### src/rtl/elastic_buf.sv
// elastic_buf: N-entry elastic FIFO between two pipeline stages.
// The upstream accept is registered, so no combinational path runs from
// out_accept to in_accept_r. Head data is read straight from storage.
//
// Occupancy states, implied by count_r (no separate state register):
//   state   | meaning
//   EMPTY   | count_r == 0, out_vld_r low
//   PARTIAL | 0 < count_r < N
//   FULL    | count_r == N, accept held low
module elastic_buf #(
  parameter int W = 32,
  parameter int N = 4
) (
  input  logic                   clk,
  input  logic                   rst,
  input  logic                   in_vld,
  input  logic [W-1:0]           in_w,
  output logic                   in_accept_r,
  input  logic                   out_accept,
  output logic                   out_vld_r,
  output logic [W-1:0]           out_r,
  input  logic                   stall_req,
  input  logic                   flush,
  output logic [$clog2(N+1)-1:0] count_r
);

  localparam int AW = $clog2(N);
  localparam int CW = $clog2(N+1);

  logic [W-1:0]  mem_q [N];
  logic [AW-1:0] rd_ptr_q, rd_ptr_d;
  logic [AW-1:0] wr_ptr_q, wr_ptr_d;
  logic [CW-1:0] count_q, count_d;
  logic          accept_q, accept_d;
  logic          push, pop;
  logic [CW-1:0] count_w;

  assign push = in_vld & accept_q;
  assign pop  = (count_q != '0) & out_accept;

  // Occupancy after this edge, used both as next count and for the accept decision.
  // Accept looks at the post-update count, so a pop next cycle is not credited.
  always_comb begin
    count_w  = count_q + CW'(push) - CW'(pop);
    rd_ptr_d = rd_ptr_q;
    wr_ptr_d = wr_ptr_q;
    count_d  = count_w;
    accept_d = ~stall_req & (count_w < CW'(N)) & ~flush;
    if (pop)  rd_ptr_d = rd_ptr_q + AW'(1);
    if (push) wr_ptr_d = wr_ptr_q + AW'(1);
    if (flush) begin
      rd_ptr_d = '0;
      wr_ptr_d = '0;
      count_d  = '0;
    end
  end

  // Control registers; reset and flush drop every entry.
  always_ff @(posedge clk) begin
    if (rst) begin
      rd_ptr_q <= '0;
      wr_ptr_q <= '0;
      count_q  <= '0;
      accept_q <= 1'b0;
    end else begin
      rd_ptr_q <= rd_ptr_d;
      wr_ptr_q <= wr_ptr_d;
      count_q  <= count_d;
      accept_q <= accept_d;
    end
  end

  // Storage write; contents are never reset, validity comes from count_q.
  always_ff @(posedge clk) begin
    if (push & ~flush & ~rst) mem_q[wr_ptr_q] <= in_w;
  end

  assign in_accept_r = accept_q;
  assign out_vld_r   = (count_q != '0);
  assign out_r       = mem_q[rd_ptr_q];
  assign count_r     = count_q;

endmodule

### config.mk
export PLATFORM = sky130hd
export DESIGN_NAME = elastic_buf
export DESIGN_NICKNAME = d
export VERILOG_FILES = /design/src/rtl/elastic_buf.sv
export SDC_FILE = /design/constraint.sdc
export NUM_CORES = 1
export LEC_CHECK = 0
export ABC_AREA = 1
export CORE_AREA = 2 2 127 79
export DETAILED_ROUTE_END_ITERATION = 8
export DIE_AREA = 0 0 129 81
export PLACE_DENSITY = 0.91
export SETUP_SLACK_MARGIN = 0.3
export SKIP_CTS_REPAIR_TIMING = 1
export SKIP_LAST_GASP = 1
export SLEW_MARGIN = 20
export SYNTH_ARGS = -nofsm -noshare
export SYNTH_HDL_FRONTEND = slang
export SYNTH_SLANG_ARGS = --single-unit
### constraint.sdc
create_clock -name clk -period 5.5 [get_ports clk]
set_input_delay 1.1 -clock clk [delete_from_list [all_inputs] [get_ports clk]]
set_output_delay 1.1 -clock clk [all_outputs]
set_load 0.02 [all_outputs]
==> summary.rpt, run 1 <==
FINISH
----------------------------------------------------------------------------------------------------
Commonest non-fill, non-tap cells in the layout                                         128 x sky130_fd_sc_hd__edfxtp_1, 74 x sky130_fd_sc_hd__clkdlybuf4s50_1, 71 x sky130_fd_sc_hd__nor2_1
Area Growth Syn to Fin                                                                         26.0%
Fill cell instance count of the final layout                                                     635
Commonest non-fill, non-tap cell in the layout                                          sky130_fd_sc_hd__edfxtp_1
Diodes inserted                                                                                    0
Number of nets in the finished design                                                            497
Share of post-route cells with drive strength above 1                                         0.0711

SYNTH
----------------------------------------------------------------------------------------------------
Synth Net Count                                                                                  421
Yosys Instances                                                                                  376
Top cells by area, synth                                                                sky130_fd_sc_hd__edfxtp_1 73%, sky130_fd_sc_hd__nor2_1 5.3%, sky130_fd_sc_hd__o21ai_1 4.4%
Cell accounting for the most synthesized area                                           sky130_fd_sc_hd__edfxtp_1
Number of different library cells in the post-synthesis netlist                                   22
Post-synthesis cell count                                                                        376
Area of the synthesized netlist per yosys stat                                            5270 sq um
Per-instance average area after synthesis                                                 14.0 sq um

WORST SETUP PATH
----------------------------------------------------------------------------------------------------
Data arrival time of the worst path                                                          2750 ps
Delay contributed by the slowest stage of the critical path                                   650 ps
Worst path buffer plus inverter count                                                              3
Crit path launch type                                                                           flop
CP Max Fanout                                                                                     32
Slowest stage cell on the critical path                                                 sky130_fd_sc_hd__clkdlybuf4s50_1
Path type of the worst setup path                                                       flop to primary output
Ordered list of cells on the worst path                                                 buf_4 -> inv_2 -> o21ai_0 -> o22ai_1 -> clkdlybuf4s50_1
Data required time of the critical path                                                      4400 ps

POWER
----------------------------------------------------------------------------------------------------
Cell Pwr Density                                                                         342 nW/um^2

STA
----------------------------------------------------------------------------------------------------
Max-slew headroom                                                                              0.277
Post-layout min period                                                                       3850 ps
Slew at the pin with the worst max-slew slack                                                1080 ps
Setup TNS                                                                                       0 ps
Hold Fails Final Rpt                                                                               0

PLACEMENT
----------------------------------------------------------------------------------------------------
DP Area                                                                                   6070 sq um
Final HPWL from detailed placement                                                           5910 um
Count of input and output buffers                                                                 74
Global placement routability congestion                                                        0.727

FLOORPLANNING
----------------------------------------------------------------------------------------------------
Area of the die                                                                          10400 sq um
FP Core Util                                                                                   0.555
Top-Level Pins                                                                                    75
Core Rows                                                                                         28

CLOCK TREE
----------------------------------------------------------------------------------------------------
Clock-pin slew reported for the worst setup and hold paths after clock tree synthesis          50 ps
H-tree depth                                                                                       4
Clk root buf                                                                            sky130_fd_sc_hd__clkbuf_16
Total CTS buffers                                                                                 17

DRT
----------------------------------------------------------------------------------------------------
Detailed-routing iteration count for the pre-antenna-repair pass                                   5
Total vias in the final route                                                                   3297
Wire length per cell                                                                         17.9 um
Iteration-0 DRC Markers                                                                          230
Vias/cell                                                                                       5.50
Remaining DRCs                                                                                     0

GLOBAL ROUTING
----------------------------------------------------------------------------------------------------
Initial antenna violation count                                                                    0
Number of global-route vias before repair                                                       3400
Wire length of the first global-routing pass                                                17100 um

OUTCOME
----------------------------------------------------------------------------------------------------
Status                                                                                  complete, no violations

JOB
----------------------------------------------------------------------------------------------------
Tool warnings                                                                                     29

==> run 1: sequential cells by signal, indices dropped and copies added (netlist names), named ones only <==
register     count
mem_q          128
in_accept_r      1
count_r          3
wr_ptr_q         2
rd_ptr_q         2
==> run 1: metal layers <==
metal  vias to the layer above  GRT usage  share of wire
li1                       1540          -              -
met4                         0     0.0880          0.011
met3                        13     0.0606          0.071
met1                      1593      0.286           0.43
met2                       151      0.372           0.48
met5                         -          0              0
==> run 1: Yosys cell counts <==
cell type,count
sky130_fd_sc_hd__a21oi_1,4
sky130_fd_sc_hd__buf_2,9
sky130_fd_sc_hd__buf_4,2
sky130_fd_sc_hd__buf_6,7
sky130_fd_sc_hd__clkbuf_1,1
sky130_fd_sc_hd__dfxtp_1,10
sky130_fd_sc_hd__edfxtp_1,128
sky130_fd_sc_hd__fa_1,1
sky130_fd_sc_hd__ha_1,6
sky130_fd_sc_hd__inv_1,15
sky130_fd_sc_hd__inv_2,1
sky130_fd_sc_hd__inv_6,1
sky130_fd_sc_hd__nand2_1,11
sky130_fd_sc_hd__nand3_1,3
sky130_fd_sc_hd__nor2_1,75
sky130_fd_sc_hd__nor2_2,1
sky130_fd_sc_hd__o21ai_0,20
sky130_fd_sc_hd__o21ai_1,46
sky130_fd_sc_hd__o22ai_1,32
sky130_fd_sc_hd__or2_0,1
sky130_fd_sc_hd__xnor2_1,1
sky130_fd_sc_hd__xor2_1,1
==> run 1: power breakdown <==
group / total, W / leakage (nW) / internal (W) / switching [W]
clock network: 0.00105 / 0.258 / 0.000652 / 0.000398
registers: 0.00115 / 1.23 / 0.00115 / 0.00000320
logic: 0.0000700 / 0.730 / 0.0000366 / 0.0000334
total: 0.00227 / 2.22 / 0.00184 / 0.000435
==> run 1: layout make-up <==
type | count | area share
inverters | 17 | 0.0104
repair buffers | 76 | 0.116
clock buffers | 19 | 0.0652
flip-flops and latches | 138 | 0.610
clock inverters | 12 | 0.0162
multi-input cells | 202 | 0.157
well taps | 135 | 0.0254
==> run 1: path summary, 6_finish.rpt <==
kind,start,to,slack [ps],depth (start not counted)
worst min register to register,rd_ptr_q[1],rd_ptr_q[1],520,2
worst max register to register,in_accept_r,mem_q[3][13],3440,2
worst min-delay path,rd_ptr_q[1],rd_ptr_q[1],520,2
worst max-delay path,flop,out_r[28],1650,5
==> run 1: kinds of logic (layout without fill, tap and decap cells) <==
| group | after synthesis | after routing | synth area share |
|---|---|---|---|
| DFF | 138 | 138 | 0.768 |
| AOI/OAI and AO/OA | 102 | 102 | 0.104 |
| and+or+nand+nor | 91 | 91 | 0.0665 |
| buffers and inverters | 36 | 124 | 0.0401 |
| adders and majority gates | 7 | 7 | 0.0180 |
| xor gates and xnor gates | 2 | 2 | 0.00333 |
==> run 1: per-stage QoR <==
step | utilization | cells | setup slack [ps] | hold slack, ps | power, W
after floorplan | - | 376 | 2310 | 465 | 0.00119
after global placement | 0.640 | 567 | 1960 | 487 | 0.00124
after detailed placement | 0.640 | 567 | 1900 | 512 | 0.00124
after CTS | 0.697 | 598 | 1360 | 520 | 0.00228
after global routing | 0.699 | 599 | 1510 | 560 | 0.00233
final | 0.699 | 599 | 1650 | 520 | 0.00227
Fig. 1: run 1, clock network drawn from the DEF
The bar under the picture is 50 um long.
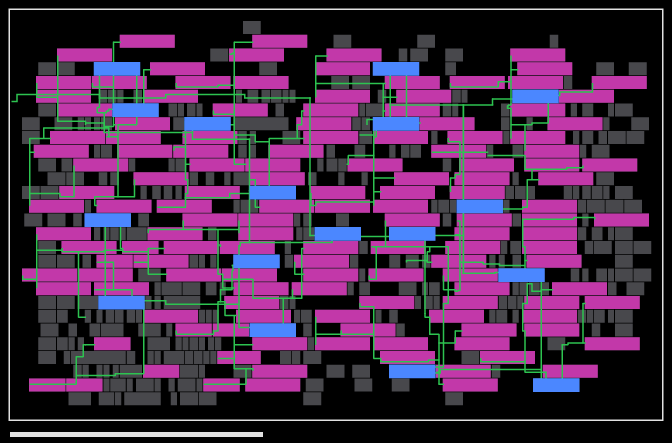
flip-flops: in magenta, count 138. clock drivers: in blue, count 17. clock wires: in green, length 1540 um.
There are 18 routed clock nets. Position of the flops: spread over the die.
Clk Latency, worst-skew pair: 410 ps
Clk pwr share: 0.462

Fig. 2: run 1, cell classes on the final placement
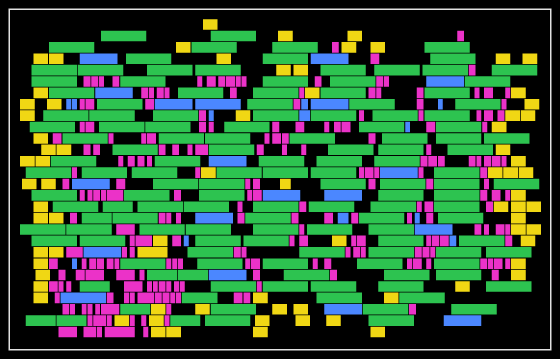
flops: in green, cells 138. other buffers and delay cells: in yellow, cells 76. combinational and other logic: in magenta, cells 219. clock drivers and dummy loads: in blue, cells 31.

Fig. 3: run 1, PDN straps and rails
Pins as bars on the die edge. Tap cells in gray.
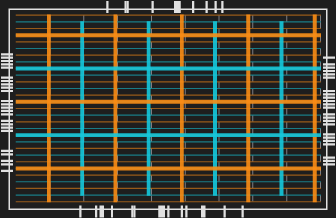
VSS: in orange. VDD: in cyan.
The core has 28 rows. 5 straps on met5.
Std-Cell Core Area: 9490 sq um
horizontal die size: 129 um
maximum vdd drop: 0.000249 V

Fig. 4: run 1, routing congestion map
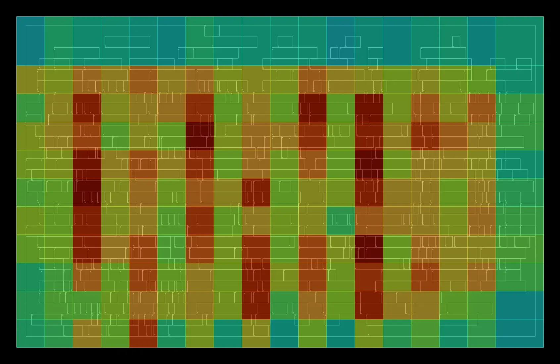

==> inputs of run 2 (changes only) <==
- CORE_AREA: 2 2 127 79 -> 2 2 131 82
- DIE_AREA: 0 0 129 81 -> 0 0 133 84
- PLACE_DENSITY: 0.91 -> 0.86
- clock period: 5.5 -> 3.7 ns (I/O delays scaled with it)
Fig. 5: run 2, routing congestion map
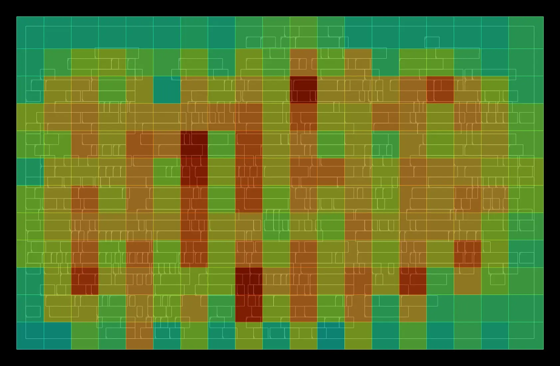
overall global routing resource usage: 0.207
wire length per cell: 17.8 um
GR met3 Demand/Resource: 0.0674
met1 capacity usage during global routing: 0.292
Final Util: 0.654

==> run 2 against run 1 <==
Compared with the run above:
- critical path depth decreased by 1
- via count increased by 0.88%
- die area increased by 6.9%
- combinational power increased by 54%
- synthesized cell count unchanged
- power increased by 41%
- synthesized area unchanged
- critical endpoint is now out_r[13]
==> summary.rpt, run 2 <==
WORST SETUP PATH
----------------------------------------------------------------------------------
Worst flop-to-flop path endpoint                                       in_accept_r
CP Max Fanout                                                                   34
Register-to-register setup slack                                           1640 ps
Crit path launch type                                                         flop
Path type of the worst setup path                                     flop to primary output
Data arrival time of the worst path                                        2530 ps
Data required time of the critical path                                    2960 ps
Cell depth of the worst flop-to-flop path                                       13

FINISH
----------------------------------------------------------------------------------
Diodes inserted                                                                  0
Share of post-route cells with drive strength above 1                       0.0792
Commonest non-fill, non-tap cell in the layout                        sky130_fd_sc_hd__edfxtp_1
Most flop-heavy register                                                     mem_q
Flip-flop count of the largest register, all copies and words added            128
Final non-filler cell total                                                    606

CLOCK TREE
----------------------------------------------------------------------------------
Total CTS buffers                                                               17
Clk Latency, worst-skew pair                                                410 ps

GLOBAL ROUTING
----------------------------------------------------------------------------------
Wire length of the first global-routing pass                              17200 um
Number of global-route vias before repair                                     3189

SYNTH
----------------------------------------------------------------------------------
Area of the synthesized netlist per yosys stat                          5270 sq um
Dominant register cell                                                sky130_fd_sc_hd__edfxtp_1
Synth Net Count                                                                421
Top cells by instance count after synthesis                           128 x sky130_fd_sc_hd__edfxtp_1, 75 x sky130_fd_sc_hd__nor2_1, 46 x sky130_fd_sc_hd__o21ai_1
Post-synthesis cell count                                                      376
Per-instance average area after synthesis                               14.0 sq um
Most numerous cell in the Yosys netlist                               sky130_fd_sc_hd__edfxtp_1
Async SR Flop Fraction                                                           0

POWER
----------------------------------------------------------------------------------
Maximum vdd drop                                                        0.000389 V
Cell Pwr Density                                                       484 nW/um^2

PLACEMENT
----------------------------------------------------------------------------------
Global placement routability congestion                                      0.763
Count of input and output buffers                                               74
DP Area                                                                 6140 sq um
Number of placed instances with taps included                                  578

DRT
----------------------------------------------------------------------------------
Iteration-0 DRC Markers                                                        362
Detailed-routing iteration count for the pre-antenna-repair pass                 4

FLOORPLANNING
----------------------------------------------------------------------------------
Std-Cell Core Area                                                     10100 sq um
Area of the die                                                        11200 sq um
Top-Level Pins                                                                  75

STA
----------------------------------------------------------------------------------
Max-slew headroom                                                            0.537
Final hold slack                                                            530 ps
Hold Fails Final Rpt                                                             0
Post-layout min period                                                     3270 ps
Slew at the pin with the worst max-slew slack                               694 ps

HOLD PATH
----------------------------------------------------------------------------------
Worst-case hold path end point                                         rd_ptr_q[1]
Startpoint of the most critical hold path                              rd_ptr_q[1]

OUTCOME
----------------------------------------------------------------------------------
Status                                                                complete, no violations

## run 2: area by class of cell
type	count	share of cell area
clock inverters	7	0.00473
flip-flops and latches	138	0.611
multi-input cells	202	0.158
well taps	139	0.0263
repair buffers	82	0.123
inverters	17	0.0104
clock buffers	21	0.0666
## run 2: cells by family (layout without fill, tap and decap cells)
group           Yosys count  after routing  synth area share
compound gates          102            102             0.104
xor+xnor                  2              2           0.00333
fa+ha+maj                 7              7            0.0180
buf+inv                  36            127            0.0401
flops                   138            138             0.768
simple gates             91             91            0.0665
## run 2: worst max path at each step
stage,slack [ps],start,cells past startpoint,end
after floorplan,870,flush,3,mem_q[0][0]
after global placement,870,flush,5,mem_q[3][10]
after detailed placement,760,flush,5,mem_q[3][19]
after CTS,430,flop,4,out_r[13]
after global routing,300,flop,4,out_r[28]
final,430,flop,4,out_r[13]
## run 2: worst max-delay path, stage by stage, from the launching register on
cell and delay, ps:
sky130_fd_sc_hd__dfxtp_2 770, sky130_fd_sc_hd__buf_12 270, sky130_fd_sc_hd__o21ai_1 100, sky130_fd_sc_hd__o22ai_1 300
sky130_fd_sc_hd__clkdlybuf4s50_1 670
## run 2: metrics by stage
| stage | total power, W | setup slack [ps] |
|---|---|---|
| floorplan | 0.00178 | 873 |
| global placement | 0.00185 | 872 |
| detailed placement | 0.00185 | 756 |
| CTS | 0.00322 | 432 |
| global route | 0.00329 | 302 |
| finish | 0.00320 | 428 |
## run 2: per-layer routing
layer  vias to the layer above  GRT usage  wire length, um
met3                        19     0.0674              841
met4                         0     0.0665              163
met1                      1624      0.292             4780
met2                       140      0.307             5010
met5                         -          0                0
li1                       1543          -                -
## run 2: report_power, final
group          internal (W)  total (W)  switching [W]  leakage [nW]
clock network      0.000825    0.00138       0.000554         0.235
logic             0.0000549   0.000108      0.0000529         0.763
registers           0.00171    0.00171     0.00000374          1.23
total               0.00259    0.00320       0.000610          2.23
Fig. 6: run 2, signal wires by layer
The bar under the picture is 50 um long.
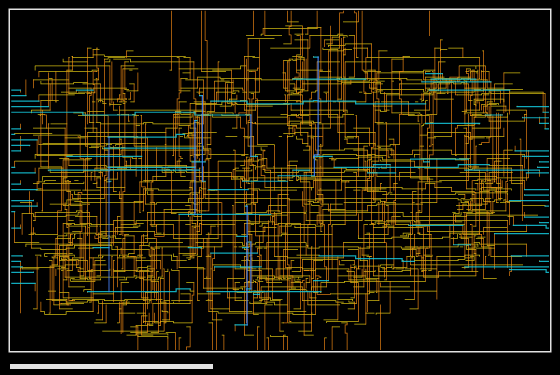

==> inputs of run 3 (changes only) <==
- CAP_MARGIN: not set -> 20
- PLACE_DENSITY: 0.86 -> 0.78
Fig. 7: run 3, signal wires by layer
The bar under the picture is 50 um long.
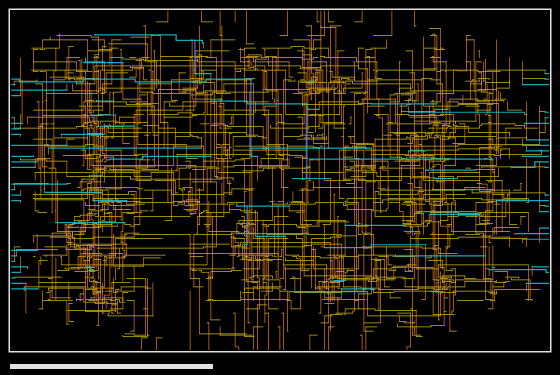
metal 1: in yellow, wire length 4800 um. metal 3: in cyan, wire length 807 um. metal 4: in blue, wire length 53.7 um. metal 2: in orange, wire length 5030 um.
wire length per cell: 17.5 um
aggregate routed wire length: 10700 um

==> run 3 against run 2 <==
Compared with the run above:
- sequential cell count unchanged
- final area up 1.2%
- first-iteration DRC count down 8.0%
- cell count up 0.66%
- critical endpoint is now out_r[4]
- setup slack better by 100 ps
- maximum frequency up 3.1%
- register-to-register slack better by 70 ps
- utilization up 0.77 points
- clock skew up 6.2 ps
- highest routed layer unchanged
==> summary.rpt, run 3 <==
OUTCOME
----------------------------------------------------------------------------------------------------
Status                                                                                  complete, no violations

STA
----------------------------------------------------------------------------------------------------
Post-layout min period                                                                       3170 ps
PnR worst setup slack                                                                         528 ps
Hold Fails Final Rpt                                                                               0
Slew at the pin with the worst max-slew slack                                                 584 ps
Max-slew headroom                                                                              0.610

PLACEMENT
----------------------------------------------------------------------------------------------------
Worst Setup Slack post-DPL                                                                    966 ps
Count of input and output buffers                                                                 74
Number of placed instances with taps included                                                    578
Global placement routability congestion                                                        0.738
DP Area                                                                                   6180 sq um
Final HPWL from detailed placement                                                           6400 um

DRT
----------------------------------------------------------------------------------------------------
Met2 Wirelength                                                                              5030 um
Count of antenna-violating nets left after detailed routing                                        0
Sum of routed wire segments on met1                                                          4800 um
Remaining DRCs                                                                                     0
Top layer reached by signal wires                                                               met4
Iteration-0 DRC Markers                                                                          333
Routed wire length on met3                                                                    807 um
Detailed-routing iteration count for the pre-antenna-repair pass                                   4

CLOCK TREE
----------------------------------------------------------------------------------------------------
Clock-pin slew reported for the worst setup and hold paths after clock tree synthesis          60 ps
H-tree depth                                                                                       4
Clk root buf                                                                            sky130_fd_sc_hd__clkbuf_16
Clk Latency, worst-skew pair                                                                  410 ps
Total CTS buffers                                                                                 17

SYNTH
----------------------------------------------------------------------------------------------------
Number of different library cells in the post-synthesis netlist                                   22
Per-instance average area after synthesis                                                 14.0 sq um
Yosys Instances                                                                                  376
Area share of the leading cell type in the synthesized netlist                                 0.730
Post-synthesis cell count                                                                        376
Flip-flops with a built-in enable                                                                128
Cell accounting for the most synthesized area                                           sky130_fd_sc_hd__edfxtp_1
Top cells by instance count after synthesis                                             128 x sky130_fd_sc_hd__edfxtp_1, 75 x sky130_fd_sc_hd__nor2_1, 46 x sky130_fd_sc_hd__o21ai_1
Top cells by area, synth                                                                sky130_fd_sc_hd__edfxtp_1 73%, sky130_fd_sc_hd__nor2_1 5.3%, sky130_fd_sc_hd__o21ai_1 4.4%

GLOBAL ROUTING
----------------------------------------------------------------------------------------------------
Number of global-route vias before repair                                                       3265
Initial antenna violation count                                                                    0
Wire length of the first global-routing pass                                                16700 um
Overall global routing resource usage                                                          0.203

WORST SETUP PATH
----------------------------------------------------------------------------------------------------
CP Max Fanout                                                                                     32
Register-to-register setup slack                                                             1710 ps
Data required time of the critical path                                                      2960 ps
Crit path launch type                                                                           flop
Path type of the worst setup path                                                       flop to primary output
Data arrival time of the worst path                                                          2430 ps

POWER
----------------------------------------------------------------------------------------------------
Cell Pwr Density                                                                         487 nW/um^2
Maximum vdd drop                                                                          0.000352 V

FLOORPLANNING
----------------------------------------------------------------------------------------------------
Core Rows                                                                                         29
Area of the die                                                                          11200 sq um
FP Core Util                                                                                   0.520

FINISH
----------------------------------------------------------------------------------------------------
Diodes inserted                                                                                    0
Fill cell instance count of the final layout                                                     708
Flip-flop count of the largest register, all copies and words added                              128
Commonest non-fill, non-tap cells in the layout                                         128 x sky130_fd_sc_hd__edfxtp_1, 74 x sky130_fd_sc_hd__clkdlybuf4s50_1, 71 x sky130_fd_sc_hd__nor2_1
Number of nets in the finished design                                                            503
Most flop-heavy register                                                                       mem_q
Area Growth Syn to Fin                                                                         27.0%
Commonest non-fill, non-tap cell in the layout                                          sky130_fd_sc_hd__edfxtp_1
Final non-filler cell total                                                                      610

JOB
----------------------------------------------------------------------------------------------------
Tool warnings                                                                                     29

## run 3: cell count changes in the layout (fill, tap and decap cells not counted)
cell | previous run | this run
sky130_fd_sc_hd__clkinv_2 | 4 | 7
sky130_fd_sc_hd__buf_4 | 7 | 4
sky130_fd_sc_hd__buf_12 | 1 | 4
sky130_fd_sc_hd__clkinv_4 | 0 | 2
sky130_fd_sc_hd__clkinvlp_4 | 0 | 3
sky130_fd_sc_hd__clkbuf_1 | 4 | 0
## run 3: critical path: stages, from the launching register on
cell and delay [ps]:
sky130_fd_sc_hd__dfxtp_1 310, sky130_fd_sc_hd__buf_4 180, sky130_fd_sc_hd__inv_2 450, sky130_fd_sc_hd__o21ai_1 170, sky130_fd_sc_hd__o22ai_1 250, sky130_fd_sc_hd__clkdlybuf4s50_1 670
## run 3: final cells by class
cell class | count | share of cell area
clock buffers | 17 | 0.0636
repair buffers | 82 | 0.127
clock inverters | 15 | 0.0129
well taps | 139 | 0.0260
multi-input cells | 202 | 0.156
flip-flops and latches | 138 | 0.604
inverters | 17 | 0.0103
## run 3: cells by family after synthesis
group           Yosys count  share of synthesized area
compound gates          102                      0.104
xor+xnor                  2                    0.00333
fa+ha+maj                 7                     0.0180
buf+inv                  36                     0.0401
flops                   138                      0.768
simple gates             91                     0.0665
## run 3: final timing paths
check | from | to | cells past startpoint
min | wr_ptr_q[1] | wr_ptr_q[1] | 2
max reg2reg | count_r[1] | in_accept_r | 13
min reg2reg | wr_ptr_q[1] | wr_ptr_q[1] | 2
max | flop | out_r[4] | 5
## run 3: metal layers
layer / vias up / track usage
met3: 8 / 0.0698
met2: 128 / 0.303
met5: - / 0
li1: 1549 / -
met4: 0 / 0.0694
met1: 1612 / 0.279
## run 3: report_power, final
| group | leakage, nW | total [W] | switching [W] | internal [W] |
|---|---|---|---|---|
| logic | 0.771 | 0.000108 | 0.0000527 | 0.0000548 |
| registers | 1.23 | 0.00171 | 0.00000287 | 0.00171 |
| clock network | 0.250 | 0.00144 | 0.000606 | 0.000838 |
| total | 2.25 | 0.00326 | 0.000662 | 0.00260 |
## run 3: stage by stage
step	total power (W)	utilization	hold WS [ps]
global placement	0.00185	0.611	509
CTS	0.00329	0.661	548
finish	0.00326	0.661	555
global route	0.00338	0.661	578
detailed placement	0.00185	0.611	548
floorplan	0.00178	-	465
No activity file was given, so power comes from the tool's default toggle rates.
